### src/rtl/seg7_pkg.sv
// Shared types and glyph tables for the seg7_scroll_mux display driver.
package seg7_pkg;

    typedef logic [6:0] glyph_t;

    typedef enum logic [1:0] {
        MODE_SCROLL = 2'd0,
        MODE_HEX    = 2'd1,
        MODE_FREEZE = 2'd2,
        MODE_BLANK  = 2'd3
    } mode_e;

    localparam glyph_t GLYPH_DEFAULT = 7'b0111111;

    localparam int MSG_ROM_LEN = 10;

    // Message "dEFAULt123", bit6 = middle .. bit0 = top
    localparam glyph_t MSG_ROM [MSG_ROM_LEN] = '{
        7'b1011110, 7'b1111001, 7'b1110001, 7'b1110111, 7'b0111110,
        7'b0111000, 7'b1111000, 7'b0000110, 7'b1011011, 7'b1001111
    };

    localparam glyph_t HEX_ROM [16] = '{
        7'b0111111, 7'b0000110, 7'b1011011, 7'b1001111,
        7'b1100110, 7'b1101101, 7'b1111101, 7'b0000111,
        7'b1111111, 7'b1101111, 7'b1110111, 7'b1111100,
        7'b0111001, 7'b1011110, 7'b1111001, 7'b1110001
    };

endpackage

### src/rtl/seg7_glyph_rom.sv
// Combinational glyph lookup shared by all digits: message ROM or hex ROM.
module seg7_glyph_rom
    import seg7_pkg::*;
#(
    parameter int MSG_LEN = 10
) (
    input  logic       sel_hex,
    input  logic [3:0] idx,
    output glyph_t     glyph
);

    always_comb begin
        glyph = GLYPH_DEFAULT;
        if (sel_hex) begin
            glyph = HEX_ROM[idx];
        end else if (int'(idx) < MSG_LEN && int'(idx) < MSG_ROM_LEN) begin
            glyph = MSG_ROM[idx];
        end
    end

endmodule

### src/rtl/seg7_scroll_mux.sv
// Multiplexed 7-segment driver: scrolling message, hex counter, freeze, blank.
// Define SEG7_BOUNCE_EN to make scroll mode ping-pong instead of wrapping.
module seg7_scroll_mux
    import seg7_pkg::*;
#(
    parameter int NUM_DIGITS = 4,
    parameter int MSG_LEN    = 10,
    parameter int PRESCALE_W = 16,
    parameter int MUX_W      = 10,
    localparam int POS_W     = $clog2(MSG_LEN)
) (
    input  logic                  clk,
    input  logic                  rst_n,
    input  logic                  ena,
    input  logic [1:0]            mode,
    input  logic [PRESCALE_W-1:0] step_div,
    output logic [6:0]            segments,
    output logic [NUM_DIGITS-1:0] digit_sel,
    output logic [POS_W-1:0]      position,
    output logic                  wrap
);

    localparam int IDX_W = (NUM_DIGITS > 1) ? $clog2(NUM_DIGITS) : 1;
    localparam int HEX_W = 4 * NUM_DIGITS;
    localparam logic [POS_W-1:0] POS_LAST = POS_W'(MSG_LEN - 1);
    localparam logic [IDX_W-1:0] IDX_LAST = IDX_W'(NUM_DIGITS - 1);

    mode_e                 cur_mode;
    mode_e                 last_mode;
    mode_e                 glyph_mode;
    logic [PRESCALE_W-1:0] pre_cnt;
    logic [MUX_W-1:0]      mux_cnt;
    logic [IDX_W-1:0]      dig_idx;
    logic [IDX_W-1:0]      dig_rev;
    logic [HEX_W-1:0]      hex_cnt;
    logic                  active;
    logic                  tick;
    logic                  scroll_tick;
    logic                  hex_tick;
    logic [POS_W-1:0]      pos_nxt;
    logic                  wrap_nxt;
    logic [5:0]            msg_sum;
    logic                  sel_hex;
    logic [3:0]            rom_idx;
    glyph_t                rom_glyph;

    assign cur_mode    = mode_e'(mode);
    assign active      = ena && (cur_mode == MODE_SCROLL || cur_mode == MODE_HEX);
    assign tick        = active && (pre_cnt == step_div);
    assign scroll_tick = tick && (cur_mode == MODE_SCROLL);
    assign hex_tick    = tick && (cur_mode == MODE_HEX);

`ifdef SEG7_BOUNCE_EN
    localparam int BOUNCE_TOP = (MSG_LEN > NUM_DIGITS) ? MSG_LEN - NUM_DIGITS : 0;

    logic dir_up;
    logic dir_nxt;
`endif

    always_comb begin
        pos_nxt  = position;
        wrap_nxt = 1'b0;
`ifdef SEG7_BOUNCE_EN
        dir_nxt  = dir_up;
        if (scroll_tick && BOUNCE_TOP != 0) begin
            // Reversal is flagged on the step that lands on an end point
            if (dir_up) begin
                pos_nxt = position + 1'b1;
                if (pos_nxt == POS_W'(BOUNCE_TOP)) begin
                    dir_nxt  = 1'b0;
                    wrap_nxt = 1'b1;
                end
            end else begin
                pos_nxt = position - 1'b1;
                if (pos_nxt == '0) begin
                    dir_nxt  = 1'b1;
                    wrap_nxt = 1'b1;
                end
            end
        end
`else
        if (scroll_tick) begin
            if (position == POS_LAST) begin
                pos_nxt  = '0;
                wrap_nxt = 1'b1;
            end else begin
                pos_nxt = position + 1'b1;
            end
        end
`endif
        if (hex_tick && (&hex_cnt)) begin
            wrap_nxt = 1'b1;
        end
    end

    // Freeze keeps rendering whichever content mode was last live
    always_comb begin
        glyph_mode = (cur_mode == MODE_FREEZE) ? last_mode : cur_mode;
        sel_hex    = (glyph_mode == MODE_HEX);
        dig_rev    = IDX_LAST - dig_idx;
        msg_sum    = 6'(position) + 6'(dig_idx);
        for (int unsigned i = 0; i < 8; i++) begin
            if (msg_sum >= 6'(MSG_LEN)) begin
                msg_sum = msg_sum - 6'(MSG_LEN);
            end
        end
        rom_idx = sel_hex ? 4'(hex_cnt >> {dig_rev, 2'b00}) : 4'(msg_sum);
    end

    seg7_glyph_rom #(
        .MSG_LEN (MSG_LEN)
    ) u_rom (
        .sel_hex (sel_hex),
        .idx     (rom_idx),
        .glyph   (rom_glyph)
    );

    always_ff @(posedge clk or negedge rst_n) begin
        if (!rst_n) begin
            pre_cnt   <= '0;
            mux_cnt   <= '0;
            dig_idx   <= '0;
            hex_cnt   <= '0;
            position  <= '0;
            wrap      <= 1'b0;
            last_mode <= MODE_SCROLL;
            segments  <= '0;
            digit_sel <= '0;
        end else begin
            if (active) begin
                pre_cnt <= tick ? '0 : pre_cnt + 1'b1;
            end
            if (hex_tick) begin
                hex_cnt <= hex_cnt + 1'b1;
            end
            if (cur_mode == MODE_SCROLL || cur_mode == MODE_HEX) begin
                last_mode <= cur_mode;
            end
            position <= pos_nxt;
            wrap     <= wrap_nxt;

            mux_cnt <= mux_cnt + 1'b1;
            if (&mux_cnt) begin
                dig_idx <= (dig_idx == IDX_LAST) ? '0 : dig_idx + 1'b1;
            end

            if (cur_mode == MODE_BLANK) begin
                segments  <= '0;
                digit_sel <= '0;
            end else begin
                segments  <= rom_glyph;
                digit_sel <= NUM_DIGITS'(1) << dig_idx;
            end
        end
    end

`ifdef SEG7_BOUNCE_EN
    always_ff @(posedge clk or negedge rst_n) begin
        if (!rst_n) begin
            dir_up <= 1'b1;
        end else begin
            dir_up <= dir_nxt;
        end
    end
`endif

endmodule
### config.mk
export PLATFORM = sky130hd
export DESIGN_NAME = seg7_scroll_mux
export DESIGN_NICKNAME = d
export VERILOG_FILES = /design/src/rtl/seg7_pkg.sv /design/src/rtl/seg7_glyph_rom.sv /design/src/rtl/seg7_scroll_mux.sv
export SDC_FILE = /design/constraint.sdc
export NUM_CORES = 1
export LEC_CHECK = 0
export CAP_MARGIN = 20
export CORE_UTILIZATION = 55
export DETAILED_ROUTE_END_ITERATION = 10
export MAX_ROUTING_LAYER = met4
export PLACE_DENSITY = 0.72
export SETUP_SLACK_MARGIN = 0.2
export SLEW_MARGIN = 20
export SYNTH_ARGS = -nofsm -noshare
export SYNTH_HDL_FRONTEND = slang
export SYNTH_HIERARCHICAL = 1
export SYNTH_SLANG_ARGS = --single-unit
export TNS_END_PERCENT = 5
### constraint.sdc
create_clock -name clk -period 27.7 [get_ports clk]
set_input_delay 2.77 -clock clk [delete_from_list [all_inputs] [get_ports clk]]
set_output_delay 2.77 -clock clk [all_outputs]
set_load 0.02 [all_outputs]
==> images/ff_map.png <==
Bar = 20 um.
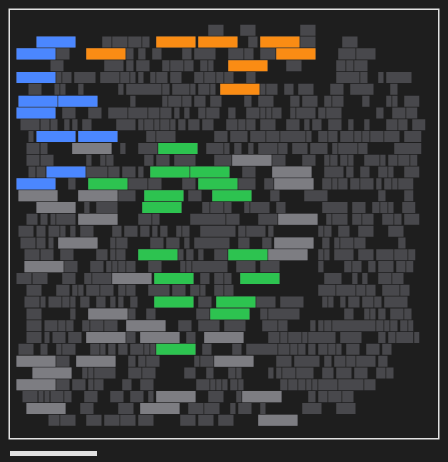
| color | netlist name | sequential cells | where |
|---|---|---|---|
| orange | segments | 7 | top middle |
| green | hex_cnt | 16 | middle |
| blue | mux_cnt | 10 | top left |
not colored: 29
final core utilization: 64.4%
sequential share of cell area: 27.2%
register area: 1550 um^2

==> images/gates.png <==
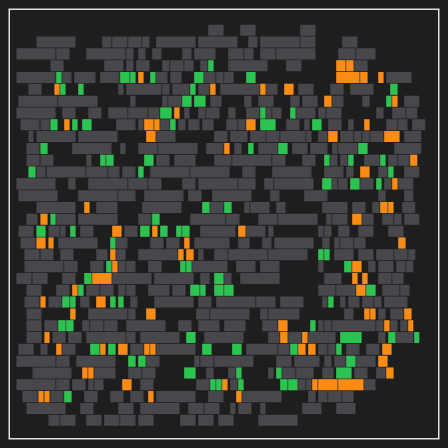
| color | family | cells | most used | where |
|---|---|---|---|---|
| orange | nor cells | 81 | nor2_1 | spread over the die |
| green | nand cells | 95 | nand2_1 | spread over the die |

==> images/class_map.png <==
Bar = 20 um.
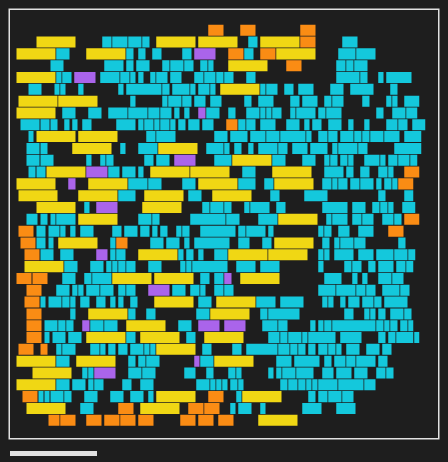
| color | class | cells | share of their area |
|---|---|---|---|
| yellow | sequential cells | 62 | 28% |
| purple | clock drivers and dummy loads | 15 | 2.8% |
| orange | remaining buffers and delay cells | 39 | 6.8% |
| cyan | remaining logic cells | 485 | 63% |

==> images/congestion_map.png <==
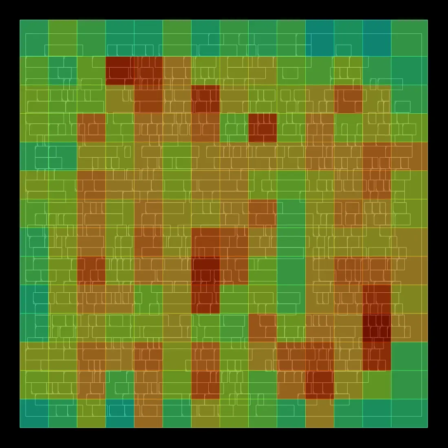
GRT met2 Usage: 43.6%
grt peak-use layer: met2
met1 usage: 30.2%
overall routing resource usage: 25.1%

==> reports/metrics.yaml <==
run_status:
  status: "finished, final reports clean"
pwr:
  power_frac_seq_pct: 52.5
  switching_share_pct: 26.6
  p_switching_mw: 0.0503
  leakage_nw: 2.48
  power_leader: "sequential cells"
  powerDensity_nw_per_um2: 33.2
  comb_power_share_pct: 13.6
  powerComb_mw: 0.0257
  peakVddDrop_uv: 36.8
synth:
  fp_nets: 610
  mux_share_pct: 5.84
  topCellsByArea: "dfrtp_1 30%, xnor2_1 6.5%, ha_1 5.9%"
  ys_types: 90
  edf_count: 0
  synthCells: 564
  synth.top_cell.area_share_pct: 30.3
  common_cells: "62 x dfrtp_1, 43 x nand2_1, 43 x nor2_1"
  ys_top_logic_family: "simple AND/OR/NAND/NOR gates"
  yosys.area.top_type: "dfrtp_1"
  compound_area_share_pct: 19.7
  ys_warn_count: 6
  ys_cells: 564
  synth-main-ff-cell: "dfrtp_1"
  top_cell: "dfrtp_1"
  ys_seq_elements: 62
  xor_share_pct: 11.3
  syn_avg_cell_area_um2: 9.08
  synthSimpleGateAreaFrac_pct: 22.4
timing:
  maxSlewHeadroom_pct: 49.4
  setup_ws_ns: 15.92
  finalSetupTns_ns: 0
  skew_ns: 0.00645
  report.final.slew_viol_count: 0
  min_period_over_period_pct: 42.5
  timing_hold_violations_final: 0
  tightest_slew_ns: 0.760
  rsz0062_at_grt: "false"
final_layout:
  fillers: 759
  clkCellAreaFrac_pct: 2.72
  buffers: 39
  num-multi-input-gates: 454
  flops: 62
  comb_share_pct: 59.0
  finalNonFillerCells: 709
  final_common_cell: "dfrtp_1"
  design_area_um2: 5700
  clkbuf_count: 10
  layout.nonclk_buf_share_pct: 6.63
clocking:
  htreeDepth: 3
  cts_sinks: 62
  cts-root-buf: "clkbuf_8"
  holdBufCountCts: 0
  post_cts_buffers: 0
floorplanning:
  die-area_um2: 9700
  fp_util_pct: 57.9
  nWellTaps: 108
  die_h_um: 98.5
  core_area_um2: 8850
  dieWidth_um: 98.5
route:
  drt-initial-drc-count: 171
  wl_met1_um: 4970
  route.met2.wl_um: 5480
  top_layer: "met4"
  wl_um: 10900
  route.detailed.drc: 0
  vias_per_cell: 6.01
  wl_per_cell_um: 15.4
  wl_met3_um: 295
  vias: 4259
  ant_nets: 0
critical_path:
  worstReg2RegStart: "dig_idx[0]"
  start_kind: "register"
  cp-end-kind: "register"
  crit_slowest_cell: "or4b_1"
  setup.worst_path.class: "register to register"
  crit_arrival_ns: 12.01
  cpPeakStageDelay_ns: 0.58
  critPathMaxFanout: 17
  worstPathRequired_ns: 27.93
grt:
  use_met3_pct: 3.90
  grt_pass1_wl_um: 19100
  grt_pass1_vias: 4173
  grt_max_degree: 63
place:
  pre_cts_ws_ns: 16.05
  place_area_um2: 5540
  portBuffers: 36
hold_path:
  hp-class: "register to register"
run:
  warning_count: 36
  drv_cap: 0
worst paths after layout:
check,to,slack [ns],cells past startpoint
min in group asynchronous,pre_cnt[7],2.60,2
min,last_mode[1],0.46,2
max,segments[2],15.92,53
min reg2reg,last_mode[1],0.46,2
max reg2reg,segments[2],15.92,53
max in group asynchronous,mux_cnt[3],24.60,2
worst max-delay path, delay by kind of cell, from the launching register on:
family | cells | cell delay [ns]
AND-OR/OR-AND | 14 | 3.21
AND/OR/NAND/NOR | 15 | 2.90
adder cells (fa/ha/maj) | 9 | 2.32
XOR/XNOR | 5 | 1.33
multiplexers | 3 | 0.78
buffers and inverters | 7 | 0.63
flip-flops | 1 | 0.51
Power is estimated from default activity; no workload was simulated.
